===== src/rtl/dmem_arb_pkg.sv =====
// dmem_arb_pkg: widths, defaults and helpers shared by the data-memory arbiter.
// Rev 1.0 -- initial release.
`default_nettype none

package dmem_arb_pkg;
  localparam int WORD_W           = 32;
  localparam int ADDR_W           = 32;
  localparam int WORD_SEL_LSB     = 2;
  localparam int WORD_SEL_MSB     = 4;
  localparam int MAX_REQ          = 4;
  localparam int DEFAULT_MAX_WAIT = 8;

  // Index of the set bit of a one-hot vector; 0 when the vector is empty.
  function automatic int onehot_to_idx(input logic [MAX_REQ-1:0] oh);
    int idx;
    idx = 0;
    for (int i = 0; i < MAX_REQ; i++) begin
      if (oh[i]) idx = i;
    end
    return idx;
  endfunction
endpackage

`default_nettype wire


===== src/rtl/dmem_arb_pick.sv =====
// dmem_arb_pick: combinational one-hot grant selection for dmem_arbiter.
// DMEM_ARB_RR_EN selects round-robin from a pointer; otherwise fixed priority with starved override.
`default_nettype none

module dmem_arb_pick
  import dmem_arb_pkg::*;
#(
  parameter int NUM_REQ = 2,
  parameter int IDX_W   = 1
) (
  input  logic [NUM_REQ-1:0] i_valid,
`ifdef DMEM_ARB_RR_EN
  input  logic [IDX_W-1:0]   i_ptr,
`else
  input  logic [NUM_REQ-1:0] i_starved,
`endif
  output logic [NUM_REQ-1:0] o_grant
);

`ifdef DMEM_ARB_RR_EN
  logic [2*NUM_REQ-1:0] w_dbl;
  logic [2*NUM_REQ-1:0] w_gdbl;
  logic [NUM_REQ-1:0]   w_rot;
  logic [NUM_REQ-1:0]   w_rot_oh;

  // Rotate so the pointer port sits at bit 0, take the lowest set bit, rotate back.
  always_comb begin
    w_dbl    = {i_valid, i_valid} >> i_ptr;
    w_rot    = w_dbl[NUM_REQ-1:0];
    w_rot_oh = w_rot & (-w_rot);
    w_gdbl   = {w_rot_oh, w_rot_oh} << i_ptr;
    o_grant  = w_gdbl[2*NUM_REQ-1:NUM_REQ];
  end
`else
  logic [NUM_REQ-1:0] w_starved_req;
  logic [NUM_REQ-1:0] w_cand;

  // Starved requesters form their own tier above everyone else.
  always_comb begin
    w_starved_req = i_valid & i_starved;
    w_cand        = (w_starved_req != '0) ? w_starved_req : i_valid;
    o_grant       = w_cand & (-w_cand);
  end
`endif

endmodule

`default_nettype wire


===== src/rtl/dmem_arbiter.sv =====
// dmem_arbiter: shares a single-port data memory among NUM_REQ requesters, one access per cycle.
// Define DMEM_ARB_RR_EN for round-robin; default is fixed priority with a starvation guard.
`default_nettype none

module dmem_arbiter
  import dmem_arb_pkg::*;
#(
  parameter int NUM_REQ  = 2,
  parameter int MAX_WAIT = DEFAULT_MAX_WAIT
) (
  input  logic                      clk,
  input  logic                      reset,
  input  logic [NUM_REQ-1:0]        req_valid,
  input  logic [NUM_REQ-1:0]        req_we,
  input  logic [NUM_REQ*ADDR_W-1:0] req_addr,
  input  logic [NUM_REQ*WORD_W-1:0] req_wdata,
  output logic [NUM_REQ-1:0]        req_ready,
  output logic [NUM_REQ-1:0]        rsp_valid,
  output logic [WORD_W-1:0]         rsp_data,
  output logic                      mem_read_enable,
  output logic                      mem_write_enable,
  output logic [ADDR_W-1:0]         mem_address,
  output logic [WORD_W-1:0]         mem_write_data,
  input  logic [WORD_W-1:0]         mem_data
);

  localparam int IDX_W = (NUM_REQ > 1) ? $clog2(NUM_REQ) : 1;

  logic             w_any;
  logic [IDX_W-1:0] w_gnt_idx;
  logic [IDX_W-1:0] r_rsp_idx;
  logic             r_rsp_rd;

`ifdef DMEM_ARB_RR_EN
  logic [IDX_W-1:0] r_ptr;

  always_ff @(posedge clk or posedge reset) begin
    if (reset) begin
      r_ptr <= '0;
    end else if (w_any) begin
      r_ptr <= (w_gnt_idx == IDX_W'(NUM_REQ-1)) ? '0 : w_gnt_idx + IDX_W'(1);
    end
  end

  dmem_arb_pick #(
    .NUM_REQ (NUM_REQ),
    .IDX_W   (IDX_W)
  ) u_pick (
    .i_valid (req_valid),
    .i_ptr   (r_ptr),
    .o_grant (req_ready)
  );
`else
  localparam int CNT_W = $clog2(MAX_WAIT + 1);

  logic [NUM_REQ-1:0] w_starved;

  // Port 0 already has top priority and never needs the guard.
  assign w_starved[0] = 1'b0;

  generate
    for (genvar gi = 1; gi < NUM_REQ; gi++) begin : g_wait
      logic [CNT_W-1:0] r_cnt;

      always_ff @(posedge clk or posedge reset) begin
        if (reset) begin
          r_cnt <= '0;
        end else if (!req_valid[gi] || req_ready[gi]) begin
          r_cnt <= '0;
        end else if (r_cnt != CNT_W'(MAX_WAIT)) begin
          r_cnt <= r_cnt + CNT_W'(1);
        end
      end

      assign w_starved[gi] = (r_cnt == CNT_W'(MAX_WAIT));
    end
  endgenerate

  dmem_arb_pick #(
    .NUM_REQ (NUM_REQ),
    .IDX_W   (IDX_W)
  ) u_pick (
    .i_valid   (req_valid),
    .i_starved (w_starved),
    .o_grant   (req_ready)
  );
`endif

  assign w_any     = |req_ready;
  assign w_gnt_idx = IDX_W'(onehot_to_idx(MAX_REQ'(req_ready)));

  always_comb begin
    mem_read_enable  = 1'b0;
    mem_write_enable = 1'b0;
    mem_address      = '0;
    mem_write_data   = '0;
    if (w_any) begin
      mem_read_enable  = ~req_we[w_gnt_idx];
      mem_write_enable = req_we[w_gnt_idx];
      mem_address      = req_addr[int'(w_gnt_idx)*ADDR_W +: ADDR_W];
      mem_write_data   = req_wdata[int'(w_gnt_idx)*WORD_W +: WORD_W];
    end
  end

  // The memory output is registered, so read data for a grant arrives one cycle later.
  always_ff @(posedge clk or posedge reset) begin
    if (reset) begin
      r_rsp_rd  <= 1'b0;
      r_rsp_idx <= '0;
    end else begin
      r_rsp_rd  <= mem_read_enable;
      r_rsp_idx <= w_gnt_idx;
    end
  end

  assign rsp_valid = r_rsp_rd ? (NUM_REQ'(1) << r_rsp_idx) : '0;
  assign rsp_data  = mem_data;

endmodule

`default_nettype wire


===== config.mk =====
export PLATFORM = sky130hd
export DESIGN_NAME = dmem_arbiter
export DESIGN_NICKNAME = d
export VERILOG_FILES = /design/src/rtl/dmem_arb_pkg.sv /design/src/rtl/dmem_arb_pick.sv /design/src/rtl/dmem_arbiter.sv
export SDC_FILE = /design/constraint.sdc
export NUM_CORES = 1
export LEC_CHECK = 0
export ABC_AREA = 1
export CAP_MARGIN = 15
export CELL_PAD_IN_SITES_DETAIL_PLACEMENT = 0
export CELL_PAD_IN_SITES_GLOBAL_PLACEMENT = 1
export CORE_MARGIN = 5
export CORE_UTILIZATION = 11
export DETAILED_ROUTE_END_ITERATION = 8
export PLACE_DENSITY = 0.95
export SYNTH_ARGS = -nofsm -noshare
export SYNTH_HDL_FRONTEND = slang
export SYNTH_SLANG_ARGS = --single-unit

===== constraint.sdc =====
create_clock -name clk -period 3.15 [get_ports clk]
set_input_delay 0.63 -clock clk [delete_from_list [all_inputs] [get_ports clk]]
set_output_delay 0.63 -clock clk [all_outputs]
set_load 0.05 [all_outputs]

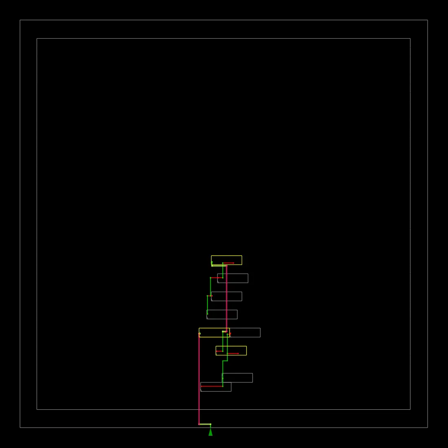
Figure 1: run 1, clock nets.
CTS Sinks: 6
Worst Skew: 1.31 ps
TritonCTS Buffers: 3
flip-flops: 6

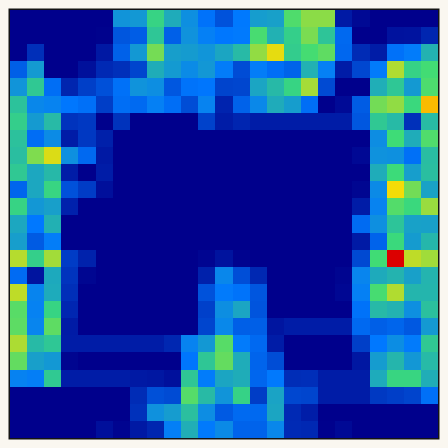
Figure 2: run 1, signal metal coverage by tile.
The die is cut into 25 by 25 equal tiles; dark blue is low, red is high, scaled to the fullest tile. Values are wire area over tile area, all layers added.
- fullest tile: 0.49
- mean over tiles: 0.083
- tiles over half the peak: 6.7%
- densest ninth of the die: top right
- emptiest ninth of the die: middle
- nearly empty tiles: 40%
gr usage total: 0.0853
Via Count: 2206
DRT Wirelength: 7.08 mm
Avg WL per Cell: 11.4 µm

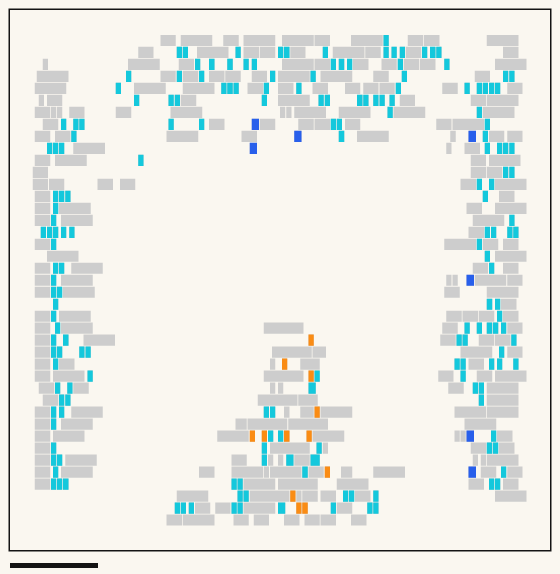
Figure 3: run 1, selected gate families.
The bar under the picture is 20 µm long.
- orange: inv cells (cells 12; where bottom middle)
- cyan: nand cells (cells 184; where widely spread)
- blue: aoi and oai cells (cells 7)

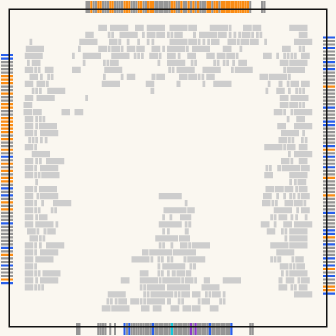
Figure 4: run 1, I/O pins on the die edge.
Pins as bars across the die edge, other pins in grey.
- cyan: reset (pins 1; direction input; edge bottom)
- purple: req_valid (pins 2; direction input; edge bottom)
- blue: mem_address (pins 32; direction output; edge 18 right, 9 left, 5 bottom)
- orange: req_wdata (pins 64; direction input; edge 35 top, 21 left, 8 right)

run 1: stage by stage:
step | worst slack (ps) | total power [W] | instance area [µm²] | instances
2_1_floorplan | 517 | 0.000536 | 1390 | 284
3_3_place_gp | 215 | 0.000928 | 4060 | 616
3_5_place_dp | 213 | 0.000930 | 4060 | 616
4_1_cts | 191 | 0.00114 | 4130 | 619
5_1_grt | 78.5 | 0.00117 | 4130 | 619
6_report | 230 | 0.00112 | 4130 | 619
run 1: layout make-up:
| class | count | area (µm²) |
|---|---|---|
| repair buffers | 208 | 2790 |
| flip-flops and latches | 6 | 150 |
| clock buffers | 3 | 75.1 |
| multi-input cells | 218 | 861 |
| inverters | 12 | 45.0 |
| fillers | 1315 | 8380 |
| well taps | 172 | 215 |
run 1: flip-flops by register name (all words and copies together), names as in the netlist:
register / count
r_rsp_rd: 1
r_rsp_idx: 1
g_wait.r_cnt: 4
run 1: per-layer routing:
| metal | wire, µm | track usage | share of wire |
|---|---|---|---|
| met1 | 2420 | 0.0783 | 0.34 |
| met2 | 3400 | 0.164 | 0.48 |
| met3 | 1080 | 0.0387 | 0.15 |
| met4 | 180 | 0.0308 | 0.025 |
| met5 | 0 | 0 | 0 |
run 1: power by group:
part	switching [W]	total (W)	internal, W
Sequential	0.00000211	0.0000827	0.0000806
Clock	0.0000403	0.000203	0.000163
Combinational	0.000407	0.000839	0.000432
run 1: path summary, 6_finish.rpt:
kind                                            to  depth (start not counted)  slack, ps               start
worst min register to register  g_wait[1].r_cnt[0]                          1        480  g_wait[1].r_cnt[0]
worst max-delay path            mem_write_data[30]                         11        230        req_valid[1]
worst max register to register            r_rsp_rd                         10       1580  g_wait[1].r_cnt[0]
min in group asynchronous                r_rsp_idx                          2        620               reset
max in group asynchronous       g_wait[1].r_cnt[3]                          2       2340               reset
worst min-delay path            g_wait[1].r_cnt[0]                          1        480  g_wait[1].r_cnt[0]
run 1: worst reg2reg max path, delay by kind of cell (launching register included):
| family | cells | cell delay (ps) |
|---|---|---|
| and+or+nand+nor | 5 | 510 |
| adders and majority gates | 1 | 180 |
| buffers and inverters | 4 | 400 |
| DFF | 1 | 380 |
run 1: logic make-up after synthesis:
group / share of synthesized area
AND-OR/OR-AND: 0.0252
buffers and inverters: 0.274
AND/OR/NAND/NOR: 0.562
adder cells (fa/ha/maj): 0.0180
XOR/XNOR: 0.0126
flip-flops: 0.108
run 1: cell usage in the layout, fill, tap and decap left out:
| cell | count |
|---|---|
| nand2_1 | 180 |
| clkdlybuf4s50_1 | 135 |
| buf_12 | 71 |
| nor2_1 | 23 |
| inv_1 | 10 |
| a21oi_1 | 7 |
| dfrtp_1 | 6 |
| nand3_1 | 3 |
| clkbuf_16 | 3 |
| inv_2 | 2 |
| ha_1 | 2 |
| buf_4 | 2 |
| xnor2_1 | 1 |
| nand2_2 | 1 |
| xor2_1 | 1 |
==> run_results.csv, run 1 <==
group,metric,value,unit
pwr,powerDensity,272,nW/µm²
pwr,p_leak,1.95,nW
yosys,yosys_warnings,0,
cts,tritoncts,"yes",
cts,h-tree-depth,1,
final_timing,slew_headroom,0.669,
cts,cts.clk_slew.worst_paths,30,ps
placed_design,gp_congestion,0.722,
yosys,avgSynthCellArea,4.90,µm²
final_timing,rsz0062_at_grt,"false",
yosys,synth_cells,284,
worst_setup_path,crit_fanout,43,
worst_setup_path,max_stage_delay,480,ps
global_route,grt_pass1_wl,10.4,mm
global_route,grt_max_degree,44,
placed_design,port_buffers,203,
status,status,"complete, no violations",
final_layout,diodes,0,
route,vias_per_cell,3.56,
final_timing,max_freq,342,MHz
final_timing,drv_slew,0,
cts,clk_latency,230,ps
flow_run,drv_cap,0,
yosys,ys_ff,6,
floorplan,core_area,12500,µm²
floorplan,pin_count,268,
placed_design,detailed_place_hpwl,6.14,mm
global_route,antenna_found_initial,0,
cts,cts.hold.buffers_added,0,
route,dr.first_iter.drc_count,49,
final_layout,syn_to_final_growth,197,%
min_path,min-delay-path-class,"flip-flop to flip-flop",
final_timing,worstMarginPinSlew,496,ps
yosys,netlist.area_leader.share,0.485,
flow_run,warnings,27,
worst_setup_path,path_buffers,5,
route,drtPass1Iterations,4,
yosys,ys_chip_area,1390,µm²
yosys,async_flop_share,1.00,
yosys,ff_type,"dfrtp_1",
worst_setup_path,cp_cell_sequence,"clkdlybuf4s50_1 -> inv_1 -> nor2_1 -> nand2_1 -> nand2_2 -> nand2_1 -> inv_2 -> buf_12 -> nor2_1 -> nor2_1 -> buf_12",
yosys,synthTopCellsByArea,"nand2_1 49%, buf_4 20%, dfrtp_1 11%, nor2_1 6.2%, inv_1 3.0%",
worst_setup_path,worstPathRequired,2520,ps
final_layout,postLayoutCoreUtil,0.330,
floorplan,rows,41,
route,antenna_left,0,
cts,cts-root-buf,"clkbuf_16",
floorplan,die-width,123,µm
final_timing,hold_ws,484,ps
yosys,most_common_cell,"nand2_1",
global_route,grt_pass1_vias,2242,
global_route,overflow,0,
floorplan,fp_util,0.111,
yosys,ys_top_cells_by_count,"180 x nand2_1, 38 x buf_4, 23 x nor2_1",
yosys,largest_area_cell,"nand2_1",
worst_setup_path,worst_path_max_delay_cell,"clkdlybuf4s50_1",
final_timing,tns,0,ps
worst_setup_path,criticalPathCategory,"input pin to output port",
final_layout,final_nets,617,
worst_setup_path,cp-start-kind,"input pin",
yosys,synth.distinct_cells,15,
final_layout,drive_above_1_share,0.177,
yosys,ys_cells,284,
yosys,ys_seq_frac,0.108,
yosys,edf_count,0,
worst_setup_path,critPathArrivalTime,2290,ps
floorplan,die_area,15000,µm²
final_timing,period_needed,2920,ps
cts,cts_resized,0,
==> run 1 -> run 2 <==
--- a/config.mk
+++ b/config.mk
@@ -12,7 +12,7 @@
 export CORE_MARGIN = 5
 export CORE_UTILIZATION = 11
 export DETAILED_ROUTE_END_ITERATION = 8
-export PLACE_DENSITY = 0.95
+export PLACE_DENSITY_LB_ADDON = 0.1
 export SYNTH_ARGS = -nofsm -noshare
 export SYNTH_HDL_FRONTEND = slang
 export SYNTH_SLANG_ARGS = --single-unit
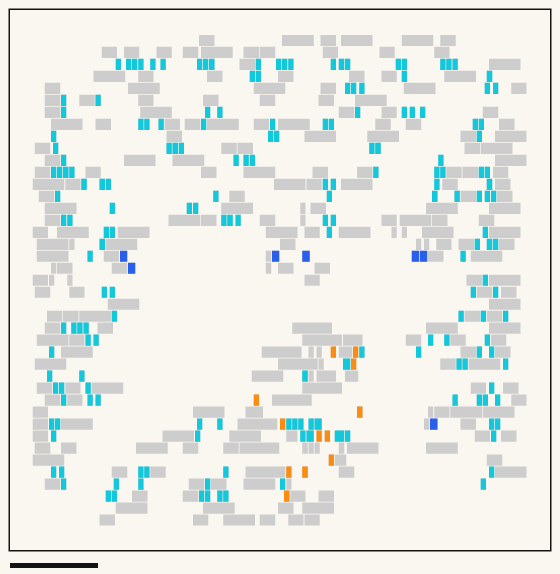
Figure 5: run 2, selected gate families.
The bar under the picture is 20 µm long.
- blue: aoi and oai cells (cells 7)
- orange: inv cells (cells 12; where bottom middle)
- cyan: nand cells (cells 184; where widely spread)
Top cell excl fill/tap: nand2_1
combinational share of cell area: 0.209

==> run 2 against run 1 <==
  * Critical path depth did not move
  * Routed wire length rose by 14%
  * Setup slack improved by 66 ps
  * Maximum frequency rose by 2.3%
  * Core utilization fell by 0.070 points
  * Die area did not move
  * First-iteration DRC count rose by 14%
  * Critical path type unchanged
  * Critical endpoint is now mem_write_data[14]
  * Largest cell class unchanged
==> run_results.csv, run 2 <==
group,metric,value,unit
status,status,"complete, no violations",
route,wirelength,8.07,mm
final_layout,final_nets,617,
worst_setup_path,reg2reg_to,"g_wait[1].r_cnt[1]",
flow_run,warnings,27,
worst_setup_path,cp-start-kind,"input pin",
final_layout,largestRegisters,"g_wait.r_cnt x4, r_rsp_idx x1, r_rsp_rd x1",
worst_setup_path,criticalPathCategory,"input pin to output port",
yosys,netlist.area_leader.share,0.485,
route,vias_per_cell,3.52,
worst_setup_path,crit_fanout,42,
global_route,grt_max_degree,54,
yosys,async_flop_share,1.00,
final_layout,n_fill_cell,1330,
worst_setup_path,worstPathRequired,2520,ps
yosys,synth_cells,284,
pwr,powerDensity,273,nW/µm²
placed_design,place_area,4050,µm²
final_timing,period_needed,2850,ps
final_layout,drive_above_1_share,0.177,
route,drtPass1Iterations,5,
yosys,ff_type,"dfrtp_1",
global_route,antenna_found_initial,0,
yosys,synth.distinct_cells,15,
final_layout,stdcell_area,4130,µm²
placed_design,gp_congestion,0.686,
floorplan,fp_util,0.111,
placed_design,dp_cells,616,
yosys,ys_seq_frac,0.108,
pwr,p_leak,1.94,nW
route,antenna_left,0,
cts,clock-sinks,6,
worst_setup_path,r2r_slack,1630,ps
final_timing,slew_headroom,0.670,
final_layout,layout_top_cells,"180 x nand2_1, 135 x clkdlybuf4s50_1, 70 x buf_12",
final_timing,tns,0,ps
final_timing,max_freq,350,MHz
final_timing,worstMarginPinSlew,494,ps
final_timing,rsz0062_at_grt,"false",
worst_setup_path,r2r_cells,10,
cts,clk_latency,230,ps
route,wl_per_cell,13.0,µm
global_route,grt_pass1_vias,2187,
yosys,most_common_cell,"nand2_1",
floorplan,die_area,15000,µm²
final_layout,largest_register_ffs,4,
floorplan,die-width,123,µm
cts,h-tree-depth,1,
cts,cts-root-buf,"clkbuf_16",
floorplan,fp.dieH,123,µm
placed_design,port_buffers,203,
min_path,min-delay-path-class,"flip-flop to flip-flop",
final_timing,clock_skew,1.04,ps
final_timing,drv_slew,0,
yosys,yosys_warnings,0,
global_route,grt_pass1_wl,11.5,mm
worst_setup_path,critPathLaunch,"req_valid[1]",
route,dr.first_iter.drc_count,56,
worst_setup_path,cp-endpoint,"mem_write_data[14]",
final_layout,diodes,0,
yosys,ys_ff,6,
yosys,ys_chip_area,1390,µm²
worst_setup_path,r2r-start,"g_wait[1].r_cnt[0]",
yosys,edf_count,0,
floorplan,pin_count,268,
flow_run,drv_cap,0,
floorplan,core_area,12500,µm²
cts,cts_made_buffers,3,
global_route,overflow,0,
final_layout,syn_to_final_growth,196,%
worst_setup_path,critPathArrivalTime,2220,ps
yosys,avgSynthCellArea,4.90,µm²
yosys,synthTopCellsByArea,"nand2_1 49%, buf_4 20%, dfrtp_1 11%, nor2_1 6.2%, inv_1 3.0%",
cts,tritoncts,"yes",
yosys,ys_cells,284,
yosys,largest_area_cell,"nand2_1",
yosys,ys_top_cells_by_count,"180 x nand2_1, 38 x buf_4, 23 x nor2_1",
final_layout,largest-register,"g_wait.r_cnt",
placed_design,detailed_place_hpwl,6.87,mm
cts,cts.clk_slew.worst_paths,30,ps
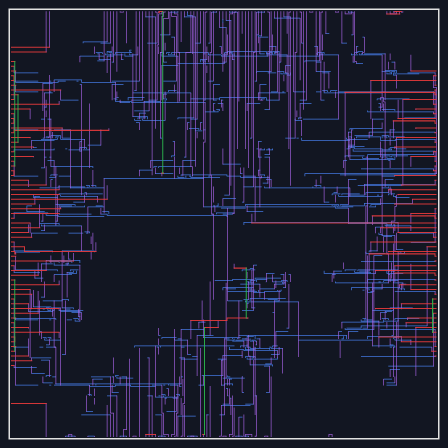
Figure 6: run 2, metal layers overlaid.
- blue: M1 (wire length 2810 µm)
- green: M4 (wire length 165 µm)
- red: M3 (wire length 957 µm)
- purple: M2 (wire length 4140 µm)
Via Count: 2180
gr usage total: 0.0964

[run 2: cell counts in the layout (fill, tap and decap cells not counted)]
Identical to the previous run, type by type.
[run 2: cells by family after synthesis]
group | after synthesis | synth area share
AND/OR/NAND/NOR | 207 | 0.562
buffers and inverters | 60 | 0.274
AND-OR/OR-AND | 7 | 0.0252
flip-flops | 6 | 0.108
XOR/XNOR | 2 | 0.0126
adder cells (fa/ha/maj) | 2 | 0.0180
[run 2: timing repair]
item | CTS | global route
hold buffers | 0 | 0
resized | 0 | 1
endpoints found under the setup margin | 0 | 1
[run 2: worst min path at each step]
stage	depth (start not counted)	slack, ps	from	endpoint
floorplan	1	420	reset	g_wait[1].r_cnt[0]
global placement	1	490	g_wait[1].r_cnt[0]	g_wait[1].r_cnt[0]
detailed placement	1	480	g_wait[1].r_cnt[0]	g_wait[1].r_cnt[0]
CTS	1	480	g_wait[1].r_cnt[0]	g_wait[1].r_cnt[0]
global route	1	540	g_wait[1].r_cnt[0]	g_wait[1].r_cnt[0]
finish	1	480	g_wait[1].r_cnt[0]	g_wait[1].r_cnt[0]
[run 2: cell type report]
cell class	instances	area, µm²	share of cell area
inverter	12	45.0	0.0109
timing repair buffer	208	2780	0.674
multi-input combinational	218	861	0.209
tap	172	215	0.0522
clock buffer	3	75.1	0.0182
sequential	6	150	0.0364
[run 2: per-stage QoR]
| stage | hold WS [ps] | total power, W | util | worst slack (ps) |
|---|---|---|---|---|
| floorplan | 421 | 0.000536 | - | 517 |
| global placement | 488 | 0.000933 | 0.323 | 218 |
| detailed placement | 479 | 0.000932 | 0.323 | 235 |
| CTS | 483 | 0.00114 | 0.329 | 205 |
| global route | 536 | 0.00118 | 0.330 | 69.6 |
| finish | 477 | 0.00113 | 0.330 | 295 |
[run 2: critical path, stage by stage]
cell and delay [ps]:
clkdlybuf4s50_1 480, inv_1 40, nor2_1 80, nand2_1 60, nand2_2 90, nand2_1 100, inv_2 100, buf_12 210
nor2_1 60, nor2_1 180, buf_12 170
[run 2: per-layer routing]
layer,global-route usage,up-vias,part of all wire,wire length [µm]
met4,0.0280,0,0.020,164
met3,0.0378,14,0.12,956
met5,0,-,0,0
li1,-,1131,-,-
met1,0.0970,909,0.35,2810
met2,0.182,126,0.51,4140
[run 2: power breakdown]
part / leakage (nW) / switching [W] / internal (W)
logic: 1.83 / 0.000408 / 0.000431
clock network: 0.0370 / 0.0000425 / 0.000163
registers: 0.0798 / 0.00000189 / 0.0000806
==> run 2 -> run 3 <==
--- a/config.mk
+++ b/config.mk
@@ -9,7 +9,7 @@
 export CAP_MARGIN = 15
 export CELL_PAD_IN_SITES_DETAIL_PLACEMENT = 0
 export CELL_PAD_IN_SITES_GLOBAL_PLACEMENT = 1
-export CORE_MARGIN = 5
+export CORE_MARGIN = 2
 export CORE_UTILIZATION = 11
 export DETAILED_ROUTE_END_ITERATION = 8
 export PLACE_DENSITY_LB_ADDON = 0.1
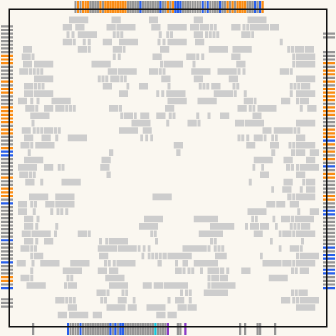
Figure 7: run 3, I/O pins on the die edge.
Pins as bars across the die edge, other pins in grey.
IO buf count: 203
die height: 117 µm
Die X: 117 µm

==> run 3 against run 2 <==
  * Power down 0.11%
  * Maximum frequency up 0.20%
  * Flip-flop count unchanged
  * Cell area up 0.52%
  * Highest routed layer unchanged
==> run_results.csv, run 3 <==
group,metric,value,unit
pwr,powerDensity,271,nW/µm²
global_route,grt_max_degree,39,
placed_design,gp_congestion,0.695,
floorplan,die_area,13600,µm²
yosys,largest_area_cell,"nand2_1",
cts,clock-sinks,6,
min_path,min-delay-path-class,"flip-flop to flip-flop",
worst_setup_path,r2r_cells,9,
yosys,ys_chip_area,1390,µm²
final_layout,final_nets,617,
cts,cts-root-buf,"clkbuf_16",
floorplan,rows,41,
final_timing,drv_slew,0,
final_timing,finalCritPeriodShare,0.904,
route,drtPass1Iterations,3,
worst_setup_path,critPathArrivalTime,2220,ps
yosys,ys_seq_frac,0.108,
final_layout,syn_to_final_growth,198,%
final_timing,tns,0,ps
yosys,synth_nets,452,
yosys,synth.distinct_cells,15,
final_timing,rsz0062_at_grt,"false",
worst_setup_path,cp-start-kind,"input pin",
route,num_vias,2207,
final_layout,layout_top_cells,"180 x nand2_1, 135 x clkdlybuf4s50_1, 72 x buf_12",
final_timing,worst_slack,301,ps
route,vias_per_cell,3.57,
worst_setup_path,criticalPathCategory,"input pin to output port",
final_timing,finalSetupViolCount,0,
final_timing,hold_viol_final,0,
final_layout,largest-register,"g_wait.r_cnt",
final_timing,clock_skew,1.70,ps
yosys,ys_top_cells_by_count,"180 x nand2_1, 38 x buf_4, 23 x nor2_1",
cts,cts_resized,0,
cts,clk_latency,220,ps
min_path,min_path_cells,1,
worst_setup_path,crit_fanout,38,
pwr,p_leak,1.95,nW
yosys,ys_cells,284,
pwr,totalPowerFinal,0.00113,W
route,antenna_left,0,
floorplan,pin_count,268,
cts,cts_buffer_depth,2,
yosys,synth_cells,284,
yosys,netlist.area_leader.share,0.485,
final_timing,slew_headroom,0.658,
final_layout,n_fill_cell,1304,
final_timing,period_needed,2850,ps
global_route,antenna_found_initial,0,
cts,tritoncts,"yes",
floorplan,fp_util,0.112,
cts,cts.hold.buffers_added,0,
placed_design,pre_cts_ws,257,ps
cts,h-tree-depth,1,
flow_run,warnings,27,
final_layout,largestRegisters,"g_wait.r_cnt x4, r_rsp_idx x1, r_rsp_rd x1",
final_timing,max_freq,351,MHz
final_layout,largest_register_ffs,4,
yosys,yosys_warnings,0,
floorplan,core_area,12500,µm²
worst_setup_path,crit_path_end_kind,"output port",
route,drc,0,
cts,cts_made_buffers,3,
route,wirelength,7.47,mm
global_route,grt_pass1_wl,10.4,mm
pwr,vdd_drop_max,0.131,mV
global_route,grt_pass1_vias,2103,
route,dr.first_iter.drc_count,43,
worst_setup_path,critPathMostFrequentCell,"nor2_1",
yosys,ys_ff,6,
final_layout,drive_above_1_share,0.177,
yosys,synthTopCellsByArea,"nand2_1 49%, buf_4 20%, dfrtp_1 11%, nor2_1 6.2%, inv_1 3.0%",
worst_setup_path,worstPathRequired,2520,ps
final_timing,worstMarginPinSlew,511,ps
yosys,most_common_cell,"nand2_1",
global_route,overflow,0,
yosys,edf_count,0,
worst_setup_path,cp_cell_sequence,"clkdlybuf4s50_1 -> inv_1 -> nor2_1 -> nand2_1 -> nand2_2 -> nand2_1 -> inv_2 -> buf_12 -> nor2_1 -> nor2_1 -> buf_12",
final_layout,mostFrequentLayoutCell,"nand2_1",
cts,cts.clk_slew.worst_paths,30,ps
yosys,avgSynthCellArea,4.90,µm²
status,status,"complete, no violations",
final_layout,diodes,0,
placed_design,detailed_place_hpwl,6.36,mm
yosys,syn_area,1390,µm²
yosys,async_flop_share,1.00,
worst_setup_path,worst_path_max_delay_cell,"clkdlybuf4s50_1",
flow_run,drv_cap,0,
yosys,ff_type,"dfrtp_1",
cts,post-cts-setup-buffers,0,
worst_setup_path,max_stage_delay,490,ps
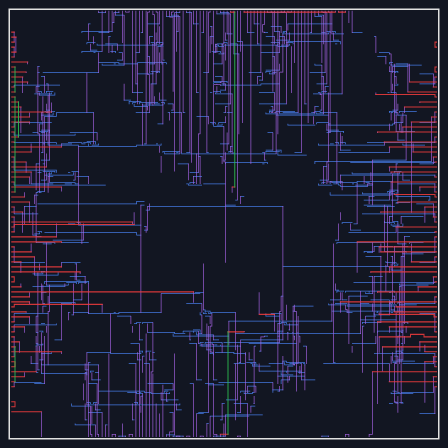
Figure 8: run 3, metal layers overlaid.
gr usage total: 0.0987
Avg WL per Cell: 12.1 µm

==> run 3: cell counts in the layout (fill, tap and decap cells not counted) <==
No cell type changed its count.
==> run 3: logic make-up after synthesis <==
family,after synthesis,share of synthesized area
AOI/OAI and AO/OA,7,0.0252
xor gates and xnor gates,2,0.0126
and+or+nand+nor,207,0.562
adders and majority gates,2,0.0180
DFF,6,0.108
buffers and inverters,60,0.274
==> run 3: routing by layer <==
layer | vias up | global-route usage | part of all wire
met5 | - | 0 | 0
met4 | 0 | 0.0262 | 0.017
met3 | 12 | 0.0363 | 0.13
met2 | 134 | 0.193 | 0.52
met1 | 930 | 0.0972 | 0.34
li1 | 1131 | - | -
==> run 3: metrics by stage <==
step | util | instance area (µm²) | hold slack (ps) | std cells
6_report | 0.333 | 4150 | 488 | 619
3_3_place_gp | 0.327 | 4070 | 483 | 616
2_1_floorplan | - | 1390 | 421 | 284
3_5_place_dp | 0.327 | 4070 | 489 | 616
4_1_cts | 0.333 | 4150 | 493 | 619
5_1_grt | 0.333 | 4150 | 516 | 619
==> run 3: path summary, 6_finish.rpt <==
kind | start | end | slack (ps)
worst max-delay path | req_valid[1] | mem_write_data[14] | 300
worst min-delay path | g_wait[1].r_cnt[0] | g_wait[1].r_cnt[0] | 490
worst max register to register | g_wait[1].r_cnt[0] | r_rsp_rd | 1590
worst min register to register | g_wait[1].r_cnt[0] | g_wait[1].r_cnt[0] | 490
max in group asynchronous | reset | g_wait[1].r_cnt[2] | 2310
min in group asynchronous | reset | r_rsp_idx | 630
==> run 3: layout make-up <==
class,instances,area [µm²],area share
clock buffer,3,75.1,0.0181
inverter,12,45.0,0.0109
multi-input combinational,218,861,0.208
sequential,6,150,0.0362
tap,172,215,0.0519
timing repair buffer,208,2800,0.675
==> run 3: worst max-delay path, delay by kind of cell <==
family | cells | cell delay, ps
buffers and inverters | 5 | 1010
AND/OR/NAND/NOR | 6 | 550
==> run 3: power by group <==
group          total (W)  switching, W  internal [W]
logic           0.000840      0.000406      0.000434
clock network   0.000203     0.0000399      0.000163
registers      0.0000827    0.00000209     0.0000806
total            0.00113      0.000448      0.000677
Power is estimated from default activity; no workload was simulated.
